zoom.png
Window x 25 to 55, y 9 to 39 µm. Cells in gray, sequential cells in the stronger gray; small squares are vias.
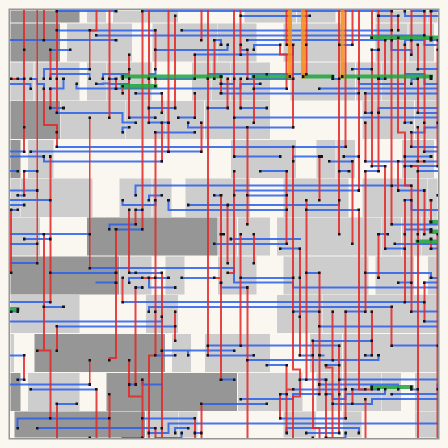
wire_density.png
Drawn at 4 px/µm. The die is cut into 16 by 16 equal tiles; white is low, dark blue is high, scaled to the fullest tile. Values are wire area over tile area, all layers added.
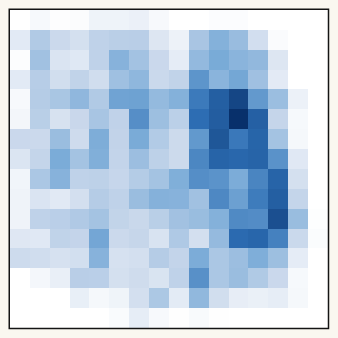
met4.png
Drawn at 6 px/µm. Supply wires on this layer in gray.
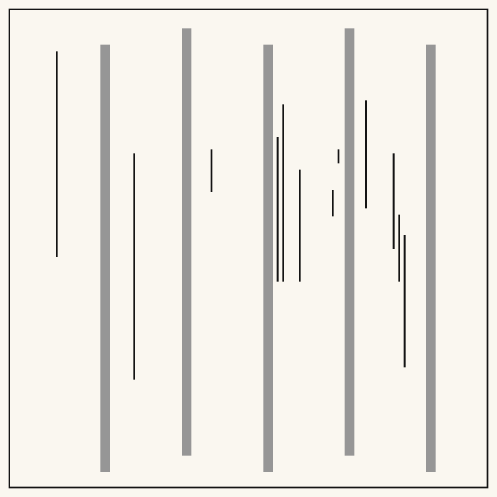
`src/rtl/sine_pkg.sv`:
```
//------------------------------------------------------------------------------
// Module      : sine_pkg
// Description : Shared widths, quarter-wave sine table and FSM encoding for
//               the sine phase search block.
// Revision    : 1.0 - initial release
//------------------------------------------------------------------------------
`default_nettype none

package sine_pkg;

    localparam int WIDTH_D = 8;
    localparam int WIDTH_A = 5;
    localparam int DEPTH   = 1 << WIDTH_A;

    localparam logic [WIDTH_D-1:0] SINE_TABLE [0:DEPTH-1] = '{
        8'd3,   8'd9,   8'd16,  8'd22,  8'd28,  8'd34,  8'd40,  8'd46,
        8'd51,  8'd57,  8'd63,  8'd68,  8'd73,  8'd78,  8'd83,  8'd88,
        8'd92,  8'd96,  8'd100, 8'd104, 8'd107, 8'd111, 8'd113, 8'd116,
        8'd118, 8'd121, 8'd122, 8'd124, 8'd125, 8'd126, 8'd127, 8'd127
    };

    typedef enum logic [1:0] {
        IDLE   = 2'd0,
        SEARCH = 2'd1,
        DONE   = 2'd2
    } state_e;

    function automatic logic [WIDTH_D-1:0] sine_lut(input logic [WIDTH_A-1:0] idx);
        return SINE_TABLE[idx];
    endfunction

endpackage

`default_nettype wire

```
`src/rtl/sine_quarter_rom.sv`:
```
//------------------------------------------------------------------------------
// Module      : sine_quarter_rom
// Description : Combinational read of the 32-entry quarter-wave sine table.
// Revision    : 1.0 - initial release
//------------------------------------------------------------------------------
`default_nettype none

module sine_quarter_rom
    import sine_pkg::*;
(
    input  logic [WIDTH_A-1:0] addr_i,
    output logic [WIDTH_D-1:0] data_o
);

    assign data_o = SINE_TABLE[addr_i];

endmodule

`default_nettype wire

```
`src/rtl/sine_phase_search.sv`:
```
//------------------------------------------------------------------------------
// Module      : sine_phase_search
// Description : Fixed-latency 5-step binary search returning the smallest
//               quarter-wave phase whose table value covers |sample|.
// Revision    : 1.0 - initial release
//------------------------------------------------------------------------------
`default_nettype none

module sine_phase_search
    import sine_pkg::*;
(
    input  logic               clk,
    input  logic               rst,
    input  logic               in_valid,
    output logic               in_ready,
    input  logic [WIDTH_D-1:0] in_sample,
    output logic               out_valid,
    input  logic               out_ready,
    output logic [WIDTH_A-1:0] out_phase,
    output logic               out_neg,
    output logic               out_exact
);

    localparam logic [1:0]         ST_IDLE   = IDLE;
    localparam logic [1:0]         ST_SEARCH = SEARCH;
    localparam logic [1:0]         ST_DONE   = DONE;
    localparam logic [2:0]         LAST_ITER = 3'd4;
    localparam logic [WIDTH_A-1:0] MAX_IDX   = WIDTH_A'(DEPTH - 1);

    logic [1:0]         state_q,     state_d;
    logic [WIDTH_A-1:0] lo_q,        lo_d;
    logic [WIDTH_A-1:0] hi_q,        hi_d;
    logic [2:0]         cnt_q,       cnt_d;
    logic [WIDTH_D-1:0] target_q,    target_d;
    logic               neg_q,       neg_d;
    logic               clamp_q,     clamp_d;
    logic               out_valid_q, out_valid_d;
    logic [WIDTH_A-1:0] out_phase_q, out_phase_d;
    logic               out_neg_q,   out_neg_d;
    logic               out_exact_q, out_exact_d;

    logic [WIDTH_A:0]   w_sum;
    logic [WIDTH_A-1:0] w_mid;
    logic [WIDTH_D-1:0] w_probe;
    logic               w_is_min;
    logic [WIDTH_D-1:0] w_mag;

    // 6-bit sum keeps lo+hi from wrapping before the halving shift
    assign w_sum = {1'b0, lo_q} + {1'b0, hi_q};
    assign w_mid = w_sum[WIDTH_A:1];

    sine_quarter_rom u_rom (
        .addr_i (w_mid),
        .data_o (w_probe)
    );

    // -128 has no positive counterpart in 8 bits, so it saturates to 127
    assign w_is_min = (in_sample == {1'b1, {(WIDTH_D-1){1'b0}}});
    assign w_mag    = w_is_min     ? 8'd127 :
                      in_sample[7] ? WIDTH_D'(-in_sample) : in_sample;

    assign in_ready  = (state_q == ST_IDLE);
    assign out_valid = out_valid_q;
    assign out_phase = out_phase_q;
    assign out_neg   = out_neg_q;
    assign out_exact = out_exact_q;

    always_comb begin
        state_d     = state_q;
        lo_d        = lo_q;
        hi_d        = hi_q;
        cnt_d       = cnt_q;
        target_d    = target_q;
        neg_d       = neg_q;
        clamp_d     = clamp_q;
        out_valid_d = out_valid_q;
        out_phase_d = out_phase_q;
        out_neg_d   = out_neg_q;
        out_exact_d = out_exact_q;
        case (state_q)
            ST_IDLE: begin
                if (in_valid) begin
                    state_d  = ST_SEARCH;
                    target_d = w_mag;
                    neg_d    = in_sample[WIDTH_D-1];
                    clamp_d  = w_is_min;
                    lo_d     = '0;
                    hi_d     = MAX_IDX;
                    cnt_d    = '0;
                end
            end
            ST_SEARCH: begin
                if (lo_q != hi_q) begin
                    if (w_probe >= target_q) begin
                        hi_d = w_mid;
                    end else begin
                        lo_d = w_mid + 1'b1;
                    end
                end
                cnt_d = cnt_q + 1'b1;
                if (cnt_q == LAST_ITER) begin
                    state_d     = ST_DONE;
                    out_valid_d = 1'b1;
                    out_phase_d = (target_q > SINE_TABLE[DEPTH-1]) ? MAX_IDX : lo_d;
                    out_neg_d   = neg_q;
                    out_exact_d = (sine_lut(lo_d) == target_q) && !clamp_q;
                end
            end
            ST_DONE: begin
                if (out_ready) begin
                    state_d     = ST_IDLE;
                    out_valid_d = 1'b0;
                end
            end
            default: begin
                state_d     = ST_IDLE;
                out_valid_d = 1'b0;
            end
        endcase
    end

    always_ff @(posedge clk or posedge rst) begin
        if (rst) begin
            state_q     <= ST_IDLE;
            lo_q        <= '0;
            hi_q        <= '0;
            cnt_q       <= '0;
            target_q    <= '0;
            neg_q       <= 1'b0;
            clamp_q     <= 1'b0;
            out_valid_q <= 1'b0;
            out_phase_q <= '0;
            out_neg_q   <= 1'b0;
            out_exact_q <= 1'b0;
        end else begin
            state_q     <= state_d;
            lo_q        <= lo_d;
            hi_q        <= hi_d;
            cnt_q       <= cnt_d;
            target_q    <= target_d;
            neg_q       <= neg_d;
            clamp_q     <= clamp_d;
            out_valid_q <= out_valid_d;
            out_phase_q <= out_phase_d;
            out_neg_q   <= out_neg_d;
            out_exact_q <= out_exact_d;
        end
    end

endmodule

`default_nettype wire
```
`config.mk`:
```
export PLATFORM = sky130hd
export DESIGN_NAME = sine_phase_search
export DESIGN_NICKNAME = d
export VERILOG_FILES = /design/src/rtl/sine_pkg.sv /design/src/rtl/sine_quarter_rom.sv /design/src/rtl/sine_phase_search.sv
export SDC_FILE = /design/constraint.sdc
export NUM_CORES = 1
export LEC_CHECK = 0
export CAP_MARGIN = 20
export CORE_MARGIN = 2
export CORE_UTILIZATION = 55
export DETAILED_ROUTE_END_ITERATION = 6
export PLACE_DENSITY = 0.73
export SETUP_SLACK_MARGIN = 0.02
export SLEW_MARGIN = 20
export SYNTH_ARGS = -nofsm -noshare
export SYNTH_HDL_FRONTEND = slang
export SYNTH_SLANG_ARGS = --single-unit
```
`constraint.sdc`:
```
create_clock -name clk -period 6.2 [get_ports clk]
set_input_delay 0.62 -clock clk [delete_from_list [all_inputs] [get_ports clk]]
set_output_delay 0.62 -clock clk [all_outputs]
set_load 0.01 [all_outputs]
```
==> reports/qor.txt <==
fin crit share = 0.907
Worst Path Max Fanout = 15
vias in the first global route = 2711
Critical Path AT = 5.82 ns
reported max-cap violation count = 0
routed vias/inst = 6.31
status = completed
Final min period = 5.62 ns
Detailed Routing Iterations Pass 1 = 5
library cells used by synthesis = 66
tool warnings = 38
met3 usage = 0.0249
row count = 27
Final Max Tran Viols = 0
area grow syn2layout = 12.5%
FF-to-FF Start = lo_q[0]
ys cells = 370
flops & latches, synth = 33
GR Util met2 = 0.423
final worst setup slack = 0.580 ns
flip-flops with a built-in enable = 0
Insertion Delay late pin = 0.28 ns
most numerous cell in the Yosys netlist = nor2_1
GPL Wtd Cong = 0.918
unrepaired setup endpoints after global routing = false
first-pass GRT wire length = 13200 µm
post-DP HPWL = 5720 µm
main flop type = dfrtp_1
Setup violations, final = 0
top post-synthesis cells by count = nor2_1 (42), nand2_1 (35), dfrtp_1 (33)
antenna-violating nets left = 0
hold_sp = neg_q
CTS sink cnt = 33
Congestion Overflow GR = 0
Worst Setup Start Kind = register
CTS buffer count = 5
syn_nets = 412
worst min-delay path class = reg2reg
Syn Area/Cell = 8.46 µm²
clk slew on worst S/H paths = 0.07 ns
Core ar. = 0.00551 mm²
clk_skew = 0.00884 ns
Critical Path RT = 6.40 ns
Worst Hold End = out_neg
hold path cells = 2
PortBufs = 20
r2r worst-path depth = 20
met3 wire len = 476 µm
CTS tree = built
Die X = 79.5 µm
fmax = 178 MHz
placed instance area = 0.00336 mm²
post-synth top area cell = dfrtp_1
Cells after DPL = 449
Critical Path End = out_exact
global route hottest layer = met2
DRC viols = 0
tally of filler cells in the layout = 477
setup_tns = 0 ns
H-tree Lvls = 2
Mapped Area = 0.00313 mm²
DR top layer = met4
Die Y = 79.5 µm
final hold slack = 0.483 ns
1st-iter DRT viols = 352
floorplan core density = 0.569
Worst Setup SP = lo_q[0]
dpl ws = 0.353 ns
CP endpoint kind = register
Final Core Density = 0.640
final hold viol count = 0
clock buffer depth = 2
final-stage net count = 430
Mapped Cells = 370
antenna cells = 0
Post-synth seq share = 0.264
R2R Path End = out_exact
Least-Margin Pin Slew = 0.986 ns
Root Buffer = clkbuf_8
chip footprint = 0.00631 mm²
kind of critical path = reg2reg
About zoom.png:
| layer | color |
|---|---|
| met2 | red |
| met3 | green |
| met4 | orange |
| met1 | blue |
netlist names of flops here include: `hi_q` (4), `cnt_q` (1)
most frequent: ha_1 (11), nor2_1 (10), dfrtp_1 (5)
sequential cells in the window: 5
cells with their middle in the window: 67

About wire_density.png:
emptiest ninth of the die: lower left
fullest tile: 0.71
mean over tiles: 0.20
Routed WL per cell: 16.8 µm
DR vias: 2910

About met4.png:
share of all routed wire: 2.9%
longest straight run: 37.4 µm
wire length on this layer: 222 µm
wirelength, routed: 7740 µm

[layout by cell type, fill, tap and decap left out, types with 7 or more instances in the layout]
cell             count
a31oi_1             10
clkdlybuf4s50_1     20
dfrtp_1             33
nand3_1             13
nand2_1             35
buf_4               10
o21ai_0             28
xor2_1               7
nor2_1              42
ha_1                29
a211oi_1            10
a21oi_1             19
inv_1               19
xnor2_1             11
[repair_timing]
item | 4_1_cts | 5_1_grt
hold buffers | 0 | 0
setup buffers | 0 | 4
gates resized | 0 | 2
setup endpoints to repair | 0 | 1
[flip-flops by register name, indices dropped and copies added (netlist names)]
register / flops
clamp_q: 1
lo_q: 5
out_phase: 5
neg_q: 1
state_q: 2
out_neg: 1
cnt_q: 3
hi_q: 5
out_valid: 1
out_exact: 1
target_q: 8
[worst max-delay path: stages, from the launching register on]
cell	delay, ns
dfrtp_1	0.49
ha_1	0.23
inv_1	0.06
fa_1	0.44
nand2b_1	0.22
a21oi_4	0.28
xor2_4	0.28
o22ai_1	0.15
a22oi_1	0.27
o311a_1	0.20
o22ai_1	0.09
ha_1	0.31
o211ai_1	0.08
a211oi_1	0.47
or3_4	0.32
o31a_1	0.58
o311ai_0	0.27
a22oi_1	0.34
xnor2_1	0.17
nand3_1	0.11
o31ai_2	0.19
[logic make-up (layout without fill, tap and decap cells)]
kind of cell    count (synthesis)  after routing  synth area share
buf+inv                        41             60            0.0607
mux                             8              8            0.0304
xor+xnor                       25             25            0.0939
compound gates                123            123             0.272
flops                          33             33             0.264
fa+ha+maj                      30             30             0.122
simple gates                  110            110             0.157
[area by class of cell]
class,instances,area (µm²),area share
clock buffer,7,86.3,0.0245
sequential,33,826,0.234
multi-input combinational,296,2130,0.605
timing repair buffer,30,275,0.0782
tap,72,90.1,0.0256
clock inverter,1,30.0,0.00853
inverter,22,82.6,0.0234
